==> config.mk <==
export PLATFORM = sky130hd
export DESIGN_NAME = fib_seq_ctrl_flat
export DESIGN_NICKNAME = d
export VERILOG_FILES = /design/src/rtl/fib_seq_ctrl_pkg.sv /design/src/rtl/fib_seq_ctrl_if.sv /design/src/rtl/fib_term_counter.sv /design/src/rtl/fib_seq_ctrl.sv /design/src/flat_wrapper.sv
export SDC_FILE = /design/constraint.sdc
export NUM_CORES = 1
export LEC_CHECK = 0
export ABC_CLOCK_PERIOD_IN_PS = 2600
export CAP_MARGIN = 20
export CELL_PAD_IN_SITES_DETAIL_PLACEMENT = 0
export CELL_PAD_IN_SITES_GLOBAL_PLACEMENT = 1
export CORE_MARGIN = 10
export CORE_UTILIZATION = 27
export CTS_CLUSTER_SIZE = 10
export DETAILED_ROUTE_END_ITERATION = 10
export PLACE_DENSITY = 0.79
export REMOVE_ABC_BUFFERS = 1
export SETUP_SLACK_MARGIN = 0.2
export SLEW_MARGIN = 10
export SYNTH_ARGS = -nofsm -noshare
export SYNTH_HDL_FRONTEND = slang
export SYNTH_SLANG_ARGS = --single-unit
==> constraint.sdc <==
create_clock -name clk -period 2.6 [get_ports clk]
set_clock_uncertainty 0.1 [all_clocks]
set_input_delay 0.52 -clock clk [delete_from_list [all_inputs] [get_ports clk]]
set_output_delay 0.52 -clock clk [all_outputs]
set_load 0.005 [all_outputs]
==> src/rtl/fib_seq_ctrl_pkg.sv <==
// Shared definitions for the fibonacci sequencer: state encoding and default widths.
package fib_seq_ctrl_pkg;

  localparam int FIB_WIDTH_DEF = 32;
  localparam int FIB_CNT_W_DEF = 16;

  typedef enum logic [1:0] {
    ST_IDLE  = 2'd0,
    ST_CLEAR = 2'd1,
    ST_RUN   = 2'd2,
    ST_DONE  = 2'd3
  } fib_state_e;

endpackage

==> src/rtl/fib_seq_ctrl_if.sv <==
// Request and term-stream handshake bundle between the sequencer and its client.
interface fib_seq_ctrl_if
  import fib_seq_ctrl_pkg::*;
#(
  parameter int WIDTH = FIB_WIDTH_DEF,
  parameter int CNT_W = FIB_CNT_W_DEF
) ();

  // Both channels are strict valid/ready: a beat transfers on a rising clk edge
  // where valid and ready are both high; once raised, valid and its payload hold
  // until that transfer happens, and valid never waits on ready.
  logic             req_valid;
  logic [CNT_W-1:0] req_count;
  logic             req_ready;
  logic             out_valid;
  logic             out_ready;
  logic [WIDTH-1:0] out_data;
  logic             out_last;

  modport master (
    output req_valid, req_count, out_ready,
    input  req_ready, out_valid, out_data, out_last
  );

  modport slave (
    input  req_valid, req_count, out_ready,
    output req_ready, out_valid, out_data, out_last
  );

endinterface

==> src/rtl/fib_term_counter.sv <==
// Remaining-term counter: loads the requested count, steps down once per accepted beat.
module fib_term_counter #(
  parameter int CNT_W = 16
) (
  input  logic             clk,
  input  logic             reset_n,
  input  logic             load,
  input  logic [CNT_W-1:0] load_val,
  input  logic             dec,
  output logic             is_zero,
  output logic             is_last
);

  logic [CNT_W-1:0] remaining;

  // Saturates at zero so a stray decrement can never wrap to the maximum count.
  always_ff @(posedge clk or negedge reset_n) begin
    if (!reset_n) begin
      remaining <= '0;
    end else if (load) begin
      remaining <= load_val;
    end else if (dec && (remaining != '0)) begin
      remaining <= remaining - CNT_W'(1);
    end
  end

  assign is_zero = (remaining == '0);
  assign is_last = (remaining == CNT_W'(1));

endmodule

==> src/rtl/fib_seq_ctrl.sv <==
// Sequencer for an external fibonacci engine: clears it, steps it per accepted beat.
// Optional wrap detection is built when FIB_SEQ_OVF_CHK_EN is defined.
module fib_seq_ctrl
  import fib_seq_ctrl_pkg::*;
#(
  parameter int WIDTH = FIB_WIDTH_DEF,
  parameter int CNT_W = FIB_CNT_W_DEF
) (
  input  logic             clk,
  input  logic             reset_n,
  fib_seq_ctrl_if.slave    bus,
  input  logic             abort,
  output logic             eng_clr,
  output logic             eng_on,
  input  logic [WIDTH-1:0] eng_value,
  output logic             done,
  output logic             busy,
  output logic             err_ovf,
  output fib_state_e       state_dbg
);

  fib_state_e state, state_nxt;
  logic       req_ready_c;
  logic       out_valid_c;
  logic       out_last_c;
  logic       accept;
  logic       cnt_load;
  logic       cnt_zero;
  logic       cnt_last;
  logic       wrap_hit;

  fib_term_counter #(.CNT_W(CNT_W)) u_term_cnt (
    .clk      (clk),
    .reset_n  (reset_n),
    .load     (cnt_load),
    .load_val (bus.req_count),
    .dec      (accept),
    .is_zero  (cnt_zero),
    .is_last  (cnt_last)
  );

  assign accept = out_valid_c & bus.out_ready;

`ifdef FIB_SEQ_OVF_CHK_EN
  logic [WIDTH-1:0] prev;
  logic [1:0]       acc_seen;
  logic             err_q;

  // Wrap is only meaningful once two terms have gone out (F0=0, F1=1 never decrease).
  assign wrap_hit = (state == ST_RUN) && (acc_seen == 2'd2) && (eng_value < prev);
  assign err_ovf  = err_q;

  always_ff @(posedge clk or negedge reset_n) begin
    if (!reset_n) begin
      prev     <= '0;
      acc_seen <= 2'd0;
      err_q    <= 1'b0;
    end else if (cnt_load) begin
      acc_seen <= 2'd0;
      err_q    <= 1'b0;
    end else begin
      if (accept) begin
        prev <= eng_value;
        if (acc_seen != 2'd2) acc_seen <= acc_seen + 2'd1;
      end
      if (wrap_hit && !abort) err_q <= 1'b1;
    end
  end
`else
  assign wrap_hit = 1'b0;
  assign err_ovf  = 1'b0;
`endif

  always_ff @(posedge clk or negedge reset_n) begin
    if (!reset_n) state <= ST_IDLE;
    else          state <= state_nxt;
  end

  always_comb begin
    state_nxt   = state;
    req_ready_c = 1'b0;
    eng_clr     = 1'b0;
    out_valid_c = 1'b0;
    out_last_c  = 1'b0;
    done        = 1'b0;
    cnt_load    = 1'b0;
    unique case (state)
      ST_IDLE: begin
        req_ready_c = 1'b1;
        if (bus.req_valid) begin
          cnt_load  = 1'b1;
          state_nxt = ST_CLEAR;
        end
      end
      ST_CLEAR: begin
        eng_clr = 1'b1;
        if (abort || cnt_zero) state_nxt = ST_DONE;
        else                   state_nxt = ST_RUN;
      end
      ST_RUN: begin
        // A wrapped term is never offered; a beat accepted alongside abort still counts.
        out_valid_c = !wrap_hit;
        out_last_c  = !wrap_hit && cnt_last;
        if (abort || wrap_hit || (!wrap_hit && bus.out_ready && cnt_last))
          state_nxt = ST_DONE;
      end
      ST_DONE: begin
        done      = 1'b1;
        state_nxt = ST_IDLE;
      end
      default: state_nxt = ST_IDLE;
    endcase
  end

  assign eng_on        = accept;
  assign busy          = (state != ST_IDLE);
  assign state_dbg     = state;
  assign bus.req_ready = req_ready_c;
  assign bus.out_valid = out_valid_c;
  assign bus.out_last  = out_last_c;
  assign bus.out_data  = eng_value;

endmodule

==> src/flat_wrapper.sv <==
// flat-port wrapper written by rule: the top's interface ports become plain ports
module fib_seq_ctrl_flat import fib_seq_ctrl_pkg::*;
#(
  parameter int WIDTH = FIB_WIDTH_DEF,
  parameter int CNT_W = FIB_CNT_W_DEF
)
  (clk, reset_n, abort, eng_clr, eng_on, eng_value, done, busy, err_ovf, state_dbg, bus_req_valid, bus_req_count, bus_out_ready, bus_req_ready, bus_out_valid, bus_out_data, bus_out_last);
  fib_seq_ctrl_if #(.WIDTH(WIDTH), .CNT_W(CNT_W)) bus_i ();
  input  logic clk;
  input  logic reset_n;
  input  logic abort;
  output logic eng_clr;
  output logic eng_on;
  input  logic [WIDTH-1:0] eng_value;
  output logic done;
  output logic busy;
  output logic err_ovf;
  output fib_state_e state_dbg;
  input wire logic [$bits(bus_i.req_valid)-1:0] bus_req_valid;
  input wire logic [$bits(bus_i.req_count)-1:0] bus_req_count;
  input wire logic [$bits(bus_i.out_ready)-1:0] bus_out_ready;
  output wire logic [$bits(bus_i.req_ready)-1:0] bus_req_ready;
  output wire logic [$bits(bus_i.out_valid)-1:0] bus_out_valid;
  output wire logic [$bits(bus_i.out_data)-1:0] bus_out_data;
  output wire logic [$bits(bus_i.out_last)-1:0] bus_out_last;
  assign bus_i.req_valid = bus_req_valid;
  assign bus_i.req_count = bus_req_count;
  assign bus_i.out_ready = bus_out_ready;
  assign bus_req_ready = bus_i.req_ready;
  assign bus_out_valid = bus_i.out_valid;
  assign bus_out_data = bus_i.out_data;
  assign bus_out_last = bus_i.out_last;
  fib_seq_ctrl #(.WIDTH(WIDTH), .CNT_W(CNT_W)) u_core (.clk(clk), .reset_n(reset_n), .bus(bus_i), .abort(abort), .eng_clr(eng_clr), .eng_on(eng_on), .eng_value(eng_value), .done(done), .busy(busy), .err_ovf(err_ovf), .state_dbg(state_dbg));
endmodule
Figure 1. Met1 routing (run 1).
Bar = 20 um.
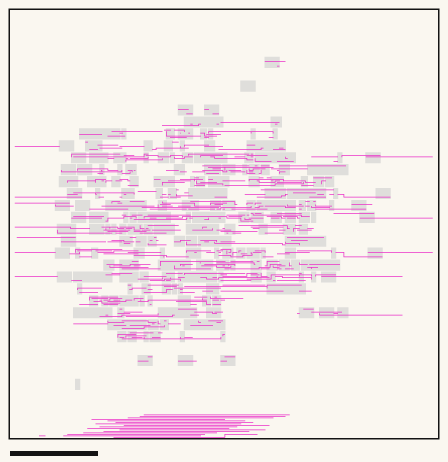
share of all routed wire = 48%
longest straight run = 33.1 um
nets with wire on the layer = 214
main direction = horizontal
wire length on this layer = 2,510 um

Figure 2. Metal 2 (run 1).
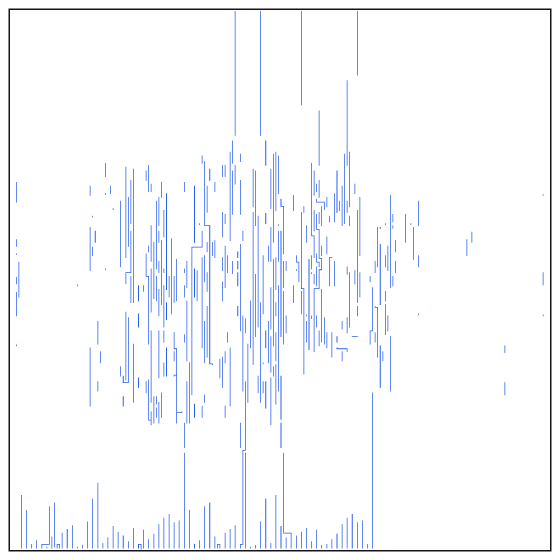
main direction = vertical
share of all routed wire = 38%
wire length on this layer = 1,980 um

Figure 3. Signal wires on met3 (run 1).
Bar = 20 um.
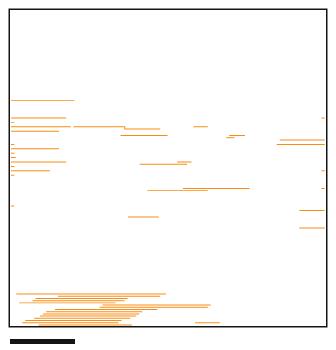
share of all routed wire = 14%
nets with wire on the layer = 46
longest straight run = 46.0 um
wire length on this layer = 754 um

==> run summary, run 1 <==
Flow results.

- The run finished with clean final reports.
- Setup repair after global routing left no endpoint under its margin.
- In this run, post-CTS repair resized a total of 6 instances.
- The final period utilization is 88.2%.
- For this configuration, the core starts out at a cell density of 27.6%.
- Post-CTS timing repair inserted 4 buffers for setup.
- The net switching power in the latest report is 0.000751 W.
- Counting every sink on the clock net gives 18.
- The via-per-instance ratio is 5.30.
- Internal power comes to 0.00101 W.
- The number of iterations in the first detailed-routing pass is 4.
- The x dimension of the die is 97.6 um.
- The total negative slack is 0 ns.
- The most area-hungry cell type in the Yosys netlist is dfrtp_1.
- The diode insertion count for antenna repair is 0.
- For reference, the final report shows the hold violation count at 0.
- The number of slew-limit violations in the final report is 0.
- The number of synthesis warnings is 0.
- The root buffer cell chosen for the clock tree is clkbuf_8.
- The number of global-route vias before repair was 1,435.
- Yosys reported a register bit count of 18.
- Per the Yosys statistics, synthesis produced 184 cells.
- Entering global routing, the biggest net connects 21 pins.
- The placed wire-length estimate is 4.03 mm.
- The clock-pin slew of the registers on the worst-case setup and hold paths is 0.08 ns.
- The area fraction of the largest cell type after synthesis is 27.7%.
- The critical path buffer and inverter count is 3.
- The number of warnings in the stage logs is 31.
- Among all stages on the critical path, the maximum delay recorded is 0.53 ns.
- The count of nets left with antenna violations after detail routing is 0.
- The total of fill cells in the finished design is 635.
- The fraction of power consumed by sequential logic is 38.0%.
- Per the TritonCTS log, the buffer count is 3.
- The post-synthesis cell area is 1630 um^2.
- The synthesis-to-finish area growth is 17.3%.
- Data on the critical path arrives at its endpoint at 1.67 ns.
- The number of endpoints failing setup at the final stage is 0.
- Yosys attributes the largest share of cell area to dfrtp_1 28%, buf_4 15%, a31oi_1 6.2%.
run 1: sequential cells by signal (all words and copies together), names as in the netlist:
name	count
u_core.state_dbg	2
u_core.u_term_cnt.remaining	16
run 1: synth_stat cells, drive strengths merged:
cell / count
nor2b: 1
nor3: 1
nand4b: 3
dlygate4sd3: 1
and3: 2
conb: 1
or3b: 1
dfrtp: 18
or2: 1
a31oi: 16
a22oi: 1
nand3: 4
nor4: 7
mux2: 1
inv: 8
and2: 3
a2bb2oi: 1
or4: 10
nor4bb: 1
nand4: 2
or3: 5
o22a: 1
dlygate4sd1: 1
o21ai: 4
o2111ai: 1
clkbuf: 2
o31ai: 9
ha: 7
a21oi: 2
a221o: 1
o41ai: 3
nand2: 9
buf: 35
nor2: 21
run 1: routing by layer:
| metal | part of all wire [%] | global-route usage (%) | routed length, um |
|---|---|---|---|
| met5 | 0 | 0.549 | 0 |
| met4 | 0.15 | 0.671 | 8 |
| met3 | 14 | 8.04 | 753 |
| met2 | 38 | 12.9 | 1980 |
| met1 | 48 | 14.8 | 2510 |
run 1: worst paths after layout:
check	startpoint	endpoint	slack, ns	depth (start not counted)
worst max-delay path	u_core.state_dbg[0]	busy	0.31	4
worst min-delay path	u_core.state_dbg[1]	u_core.state_dbg[1]	0.49	1
worst max register to register	u_core.u_term_cnt.remaining[9]	u_core.u_term_cnt.remaining[12]	0.36	5
worst min register to register	u_core.state_dbg[1]	u_core.state_dbg[1]	0.49	1
max in group asynchronous	reset_n	u_core.u_term_cnt.remaining[9]	1.68	2
min in group asynchronous	reset_n	u_core.u_term_cnt.remaining[2]	0.50	2
run 1: area by class of cell:
| type | count | area [um^2] | area share (%) |
|---|---|---|---|
| well taps | 75 | 93.8 | 4.92 |
| clock buffers | 4 | 55.1 | 2.89 |
| flip-flops and latches | 18 | 458 | 24.0 |
| inverters | 8 | 30.0 | 1.57 |
| multi-input cells | 119 | 875 | 45.8 |
| repair buffers | 43 | 397 | 20.8 |
run 1: worst register-to-register path, stage by stage, from the launching register on:
cell	delay [ns]
dfrtp_2	0.43
buf_4	0.16
or4_4	0.59
nor4_4	0.53
o31ai_1	0.12
a31oi_1	0.21
run 1: per-stage QoR:
stage	instance area, um^2	total power [W]	std cells	setup WS [ns]	hold WS (ns)
global route	1910	0.00193	267	0.211	0.520
detailed placement	1790	0.00146	259	0.182	0.497
finish	1910	0.00176	267	0.307	0.494
CTS	1880	0.00176	267	0.173	0.496
global placement	1790	0.00145	259	0.240	0.495
floorplan	1330	0.00110	145	0.407	0.124
run 1: logic make-up after synthesis:
family	Yosys count	share of synthesized area, %
flip-flops	18	27.7
other	1	0.231
AND-OR/OR-AND	39	17.3
multiplexers	1	0.692
AND/OR/NAND/NOR	71	28.6
buffers and inverters	47	20.1
adder cells (fa/ha/maj)	7	5.38
run 1: power by group through the flow:
stage,Sequential (W),Clock [W],Combinational (W)
2_1_floorplan,0.000605,0,0.000492
3_3_place_gp,0.000656,0,0.000798
3_5_place_dp,0.000655,0,0.000802
4_1_cts,0.000650,0.000246,0.000861
5_1_grt,0.000700,0.000260,0.000965
6_report,0.000670,0.000237,0.000858
==> inputs of run 2 (changes only) <==
- GPL_ROUTABILITY_DRIVEN: not set -> 0
Figure 4. Signal wires on met3 (run 2).
Bar = 20 um.
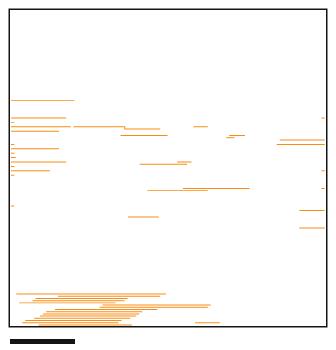
main direction = horizontal
nets with wire on the layer = 46
wire length on this layer = 754 um
share of all routed wire = 14%

==> run summary, run 2 <==
Flow results.

- The via-per-instance ratio was 5.30 (unchanged).
- The number of storage elements in the synthesis netlist is 18 (unchanged).
- The synthesis stats list as the most numerous cell buf_4.
- The clock-pin slew of the registers on the worst-case setup and hold paths came to 0.08 ns (about the same).
- The dominant register cell in the synthesized netlist is dfrtp_1.
- The arrival time reported for the critical path endpoint is 1.67 ns (about the same).
- The cell count after placement is 259 (unchanged).
- The x dimension of the die was 97.6 um (unchanged).
- The compound-gate portion of the synthesized area was 17.3% (unchanged).
- The overall power consumption came to 0.00176 W (unchanged).
- The placed wire-length estimate is 4.03 mm (unchanged).
- The fraction of synthesized cell area in xor and xnor cells is 0% (unchanged).
- The first global-routing pass estimated 8.38 mm of wire.
- The run finished with clean final reports.
- The setup slack at placement is 0.182 ns (unchanged).
- The effective utilization at floorplan is 27.6% (unchanged).
- The total negative slack is 0 ns (unchanged).
- The diode insertion count for antenna repair came to 0 (unchanged).
- The number of warnings in the stage logs is 31 (unchanged).
- The number of endpoints failing setup at the final stage is 0 (unchanged).
- The count of non-filler cells in the finished layout was 267 (unchanged).
- The largest net degree at the start of global routing is 21 (unchanged).
- The synthesis-to-finish area growth is 17.3% (unchanged).
- The total clock sinks is 18 (unchanged).
- The final period utilization is 88.2% (unchanged).
- The area share of fa/ha/maj cells after synthesis came to 5.38% (unchanged).
- The synthesis run shows the most used standard cells to be 33 x buf_4, 21 x nor2_1, 18 x dfrtp_1.
- The main area contributors are dfrtp_1 28%, buf_4 15%, a31oi_1 6.2%.
- Setup repair after global routing left no endpoint under its margin.
- The final worst setup slack is 0.307 ns (unchanged).
- The count of nets left with antenna violations after detail routing is 0 (unchanged).
- The hold violation total from the final report is 0 (unchanged).
- The mux contribution to synthesized area came to 0.692% (unchanged).
- The flip-flop count of the largest register after layout was 16 (unchanged).
- The cell total in the yosys stat output is 184 (unchanged).
- The cell area after layout was 1910 um^2 (unchanged).
- The number of slew-limit violations in the final report is 0 (unchanged).
- The synthesized design spends more area on one cell type than any other, namely dfrtp_1.
- The clock tree root buffer cell is clkbuf_8.
- The reg2reg setup slack is 0.36 ns (about the same).
- The post-synthesis cell area came to 1630 um^2 (unchanged).
- The number of iterations in the first detailed-routing pass came to 4 (unchanged).
- The area share of the leading cell type in the synthesized netlist came to 27.7% (unchanged).
- The number of synthesis warnings was 0 (unchanged).
- The main logic family after synthesis is simple AND/OR/NAND/NOR gates.
Figure 5. Clock routing (run 2).
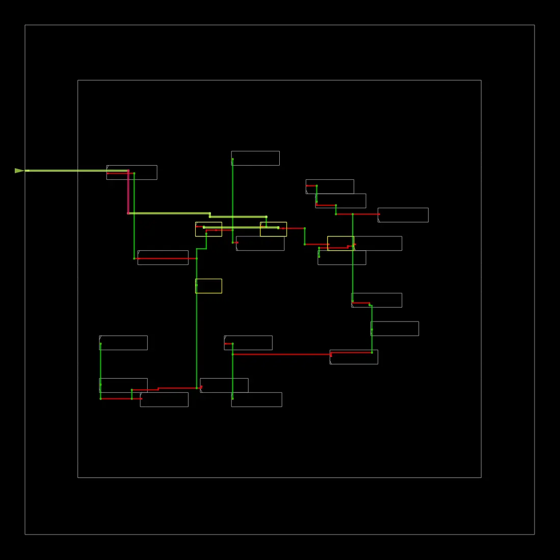
later-pin clock latency in the skew report: 0.26 ns
power consumed by the clock network: 0.000237 W
number of clock-tree buffers in the layout: 4
flip-flops: 18
clock buffers created by TritonCTS: 3

==> run 2: stage by stage <==
step	hold slack [ns]	utilization (%)
final	0.494	32.4
after global routing	0.520	32.4
after CTS	0.496	32.0
after detailed placement	0.497	30.4
after global placement	0.495	30.4
after floorplan	0.124	-
==> run 2: cell type report <==
type                    count  area, um^2
repair buffers             43         397
flip-flops and latches     18         458
fillers                   635        3980
inverters                   8        30.0
clock buffers               4        55.1
multi-input cells         119         875
well taps                  75        93.8
==> run 2: cell families after synthesis <==
group / count (synthesis)
buffers and inverters: 47
AND-OR/OR-AND: 39
multiplexers: 1
other: 1
flip-flops: 18
adder cells (fa/ha/maj): 7
AND/OR/NAND/NOR: 71
==> run 2: what timing repair did <==
action                                  CTS  global route
endpoints found under the setup margin    2             3
setup buffers                             4             0
resized                                   6             6
pin swaps                                 4             2
==> run 2: routing by layer <==
metal | GRT usage (%) | vias up | wire length [um]
li1 | - | 663 | -
met1 | 14.8 | 677 | 2510
met2 | 12.9 | 72 | 1980
met3 | 8.04 | 2 | 753
met4 | 0.671 | 0 | 8
met5 | 0.549 | - | 0
==> run 2: final timing paths <==
| kind | from | end | depth (start not counted) |
|---|---|---|---|
| max | u_core.state_dbg[0] | busy | 4 |
| min | u_core.state_dbg[1] | u_core.state_dbg[1] | 1 |
| max reg2reg | u_core.u_term_cnt.remaining[9] | u_core.u_term_cnt.remaining[12] | 5 |
| min reg2reg | u_core.state_dbg[1] | u_core.state_dbg[1] | 1 |
| max in group asynchronous | reset_n | u_core.u_term_cnt.remaining[9] | 2 |
| min in group asynchronous | reset_n | u_core.u_term_cnt.remaining[2] | 2 |
==> run 2: critical path: stages, from the launching register on <==
cell and delay (ns):
dfrtp_2 0.42, inv_1 0.08, ha_1 0.24, inv_1 0.14
clkdlybuf4s50_1 0.53
==> run 2: report_power, final <==
| group | internal (W) | leakage (nW) | total, W | switching [W] |
|---|---|---|---|---|
| clock network | 0.000135 | 0.0288 | 0.000237 | 0.000103 |
| logic | 0.000448 | 0.505 | 0.000858 | 0.000410 |
| registers | 0.000431 | 0.197 | 0.000670 | 0.000239 |
| total | 0.00101 | 0.731 | 0.00176 | 0.000751 |
==> inputs of run 3 (changes only) <==
- ABC_CLOCK_PERIOD_IN_PS: 2600 -> not set
- CORE_MARGIN: 10 -> not set
Figure 6. Clock routing (run 3).
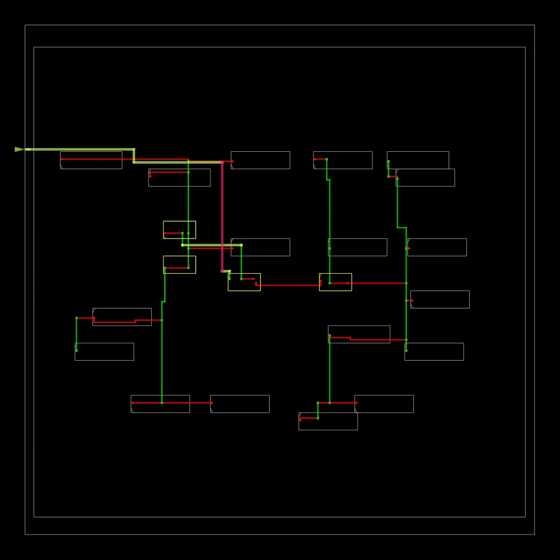
sinks on the clock net: 18

==> run summary, run 3 <==
Flow results.

- The part of the power in the clock network came to 13.4% (about the same).
- The cell count after placement is 256 (-1.2%).
- The total negative slack is 0 ns (unchanged).
- The number of warnings in the stage logs is 31 (unchanged).
- The most area-hungry cell type in the Yosys netlist is dfrtp_1.
- The routed length on met2 is 1.97 mm (-0.71%).
- The dominant register cell in the synthesized netlist is dfrtp_1.
- The met3 wirelength from detailed routing was 689 um (-8.5%).
- The effective utilization at floorplan is 28.8% (+1.2 points).
- The flip-flop count of the largest register after layout is 16 (unchanged).
- The net switching fraction of the power is 41.7% (-0.81 points).
- The hold violation total from the final report is 0 (unchanged).
- The diode insertion count for antenna repair is 0 (unchanged).
- Setup repair after global routing could not meet its margin everywhere.
- The arrival time reported for the critical path endpoint is 1.71 ns (+0.04 ns).
- The final core utilization was 33.6% (+1.2 points).
- The number of endpoints failing setup at the final stage is 0 (unchanged).
- The count of non-filler cells in the finished layout was 266 (-0.37%).
- The synthesis-to-finish area growth is 16.7%.
- The flow ran to the end, and the final reports show no timing, DRC or antenna violations.
- The synthesis run shows the most used standard cells to be 33 x buf_4, 21 x nor2_1, 18 x dfrtp_1.
- The clock tree root buffer cell is clkbuf_8.
- The x dimension of the die is 79.6 um (-18%).
- The reg2reg setup slack is 0.36 ns (about the same).
- The main area contributors are dfrtp_1 28%, buf_4 15%, a31oi_1 6.2%.
- Signal routing reaches up to met5.
- The cell total in the yosys stat output was 184 (unchanged).
- The clock-pin slew of the registers on the worst-case setup and hold paths is 0.07 ns (about the same).
- The post-synthesis cell area is 1630 um^2 (unchanged).
- The post-route met1 wirelength is 2.34 mm (-6.5%).
- The number of buffers created by CTS came to 3 (unchanged).
Figure 7. Met1 routing (run 3).
Bar = 20 um.
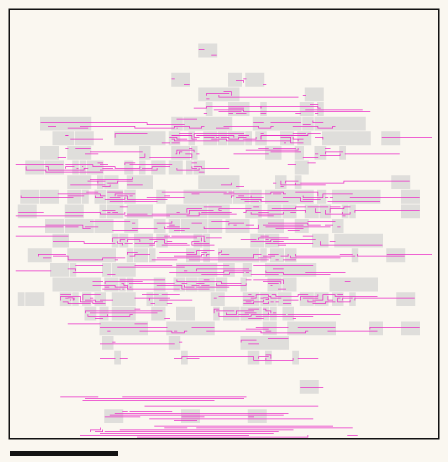
routing usage on met1: 22.1%
routed wire length: 5.07 mm
routed vias: 1,419

==> run 3: critical path: stages (launching register included) <==
cell,delay (ns)
dfrtp_2,0.44
inv_1,0.10
ha_2,0.21
nand2_1,0.08
inv_2,0.09
clkdlybuf4s50_1,0.52
==> run 3: repair_timing <==
action | in CTS | in global routing
hold buffers | 0 | 0
resized | 6 | 2
endpoints found under the setup margin | 2 | 2
pin swaps | 3 | 0
buffers inserted | 5 | 1
==> run 3: layer usage <==
metal	GRT usage, %	vias to the layer above
met5	9.09	-
met4	3.27	2
met3	11.3	6
met2	21.8	83
met1	22.1	658
li1	-	670
==> run 3: stage by stage <==
stage          setup slack, ns  total power, W  hold WS (ns)  area, um^2
5_1_grt                  0.186         0.00192         0.531        1900
3_3_place_gp             0.229         0.00144         0.493        1790
6_report                 0.274         0.00177         0.501        1900
3_5_place_dp             0.184         0.00145         0.501        1790
4_1_cts                  0.202         0.00176         0.509        1890
2_1_floorplan            0.407         0.00110         0.124        1330
==> run 3: worst min-delay path by stage <==
stage,from,endpoint,slack (ns),cells past startpoint
after global placement,u_core.u_term_cnt.remaining[15],u_core.u_term_cnt.remaining[15],0.49,2
final,reset_n,u_core.u_term_cnt.remaining[14],0.50,2
after global routing,reset_n,u_core.u_term_cnt.remaining[2],0.53,2
after floorplan,reset_n,u_core.state_dbg[0],0.12,0
after detailed placement,u_core.u_term_cnt.remaining[1],u_core.u_term_cnt.remaining[1],0.50,2
after CTS,reset_n,u_core.u_term_cnt.remaining[2],0.51,2
==> run 3: final cells by class <==
cell class	instances	area, um^2
clock buffer	4	55.1
fill	582	3740
inverter	8	30.0
multi-input combinational	119	858
sequential	18	455
tap	72	90.1
timing repair buffer	45	409
==> run 3: kinds of logic after synthesis <==
kind of cell / synth area share (%)
AND/OR/NAND/NOR: 28.6
buffers and inverters: 20.1
AND-OR/OR-AND: 17.3
flip-flops: 27.7
adder cells (fa/ha/maj): 5.38
multiplexers: 0.692
other: 0.231
==> run 3: power groups by stage <==
stage / Combinational [W] / Sequential [W] / Clock (W)
detailed placement: 0.000794 / 0.000657 / 0
CTS: 0.000875 / 0.000642 / 0.000245
finish: 0.000887 / 0.000647 / 0.000237
floorplan: 0.000492 / 0.000605 / 0
global route: 0.000993 / 0.000676 / 0.000255
global placement: 0.000783 / 0.000655 / 0

==> layout pictures side by side <==
Sizing map.
shot_01.png
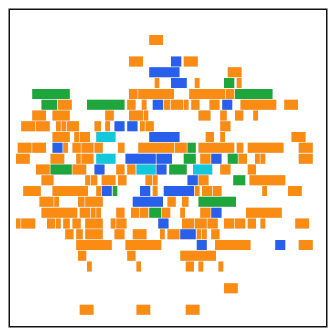
shot_02.png
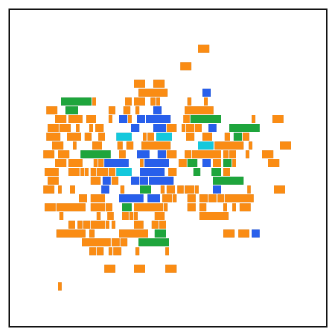
| from | picture |
|---|---|
| run 3 | shot_01.png |
| run 2 | shot_02.png |

Key to shot_02.png:
cyan -> _6 and larger  # cells 4, share 2.1%, most used clkbuf_8
orange -> _0 and _1 cells  # cells 150, share 78%, most used clkdlybuf4s50_1
green -> _2 cells  # cells 15, share 7.8%, most used dfrtp_2
blue -> _3 and _4 cells  # cells 23, share 12%, most used buf_4

Power and IR drop assume default switching activity.
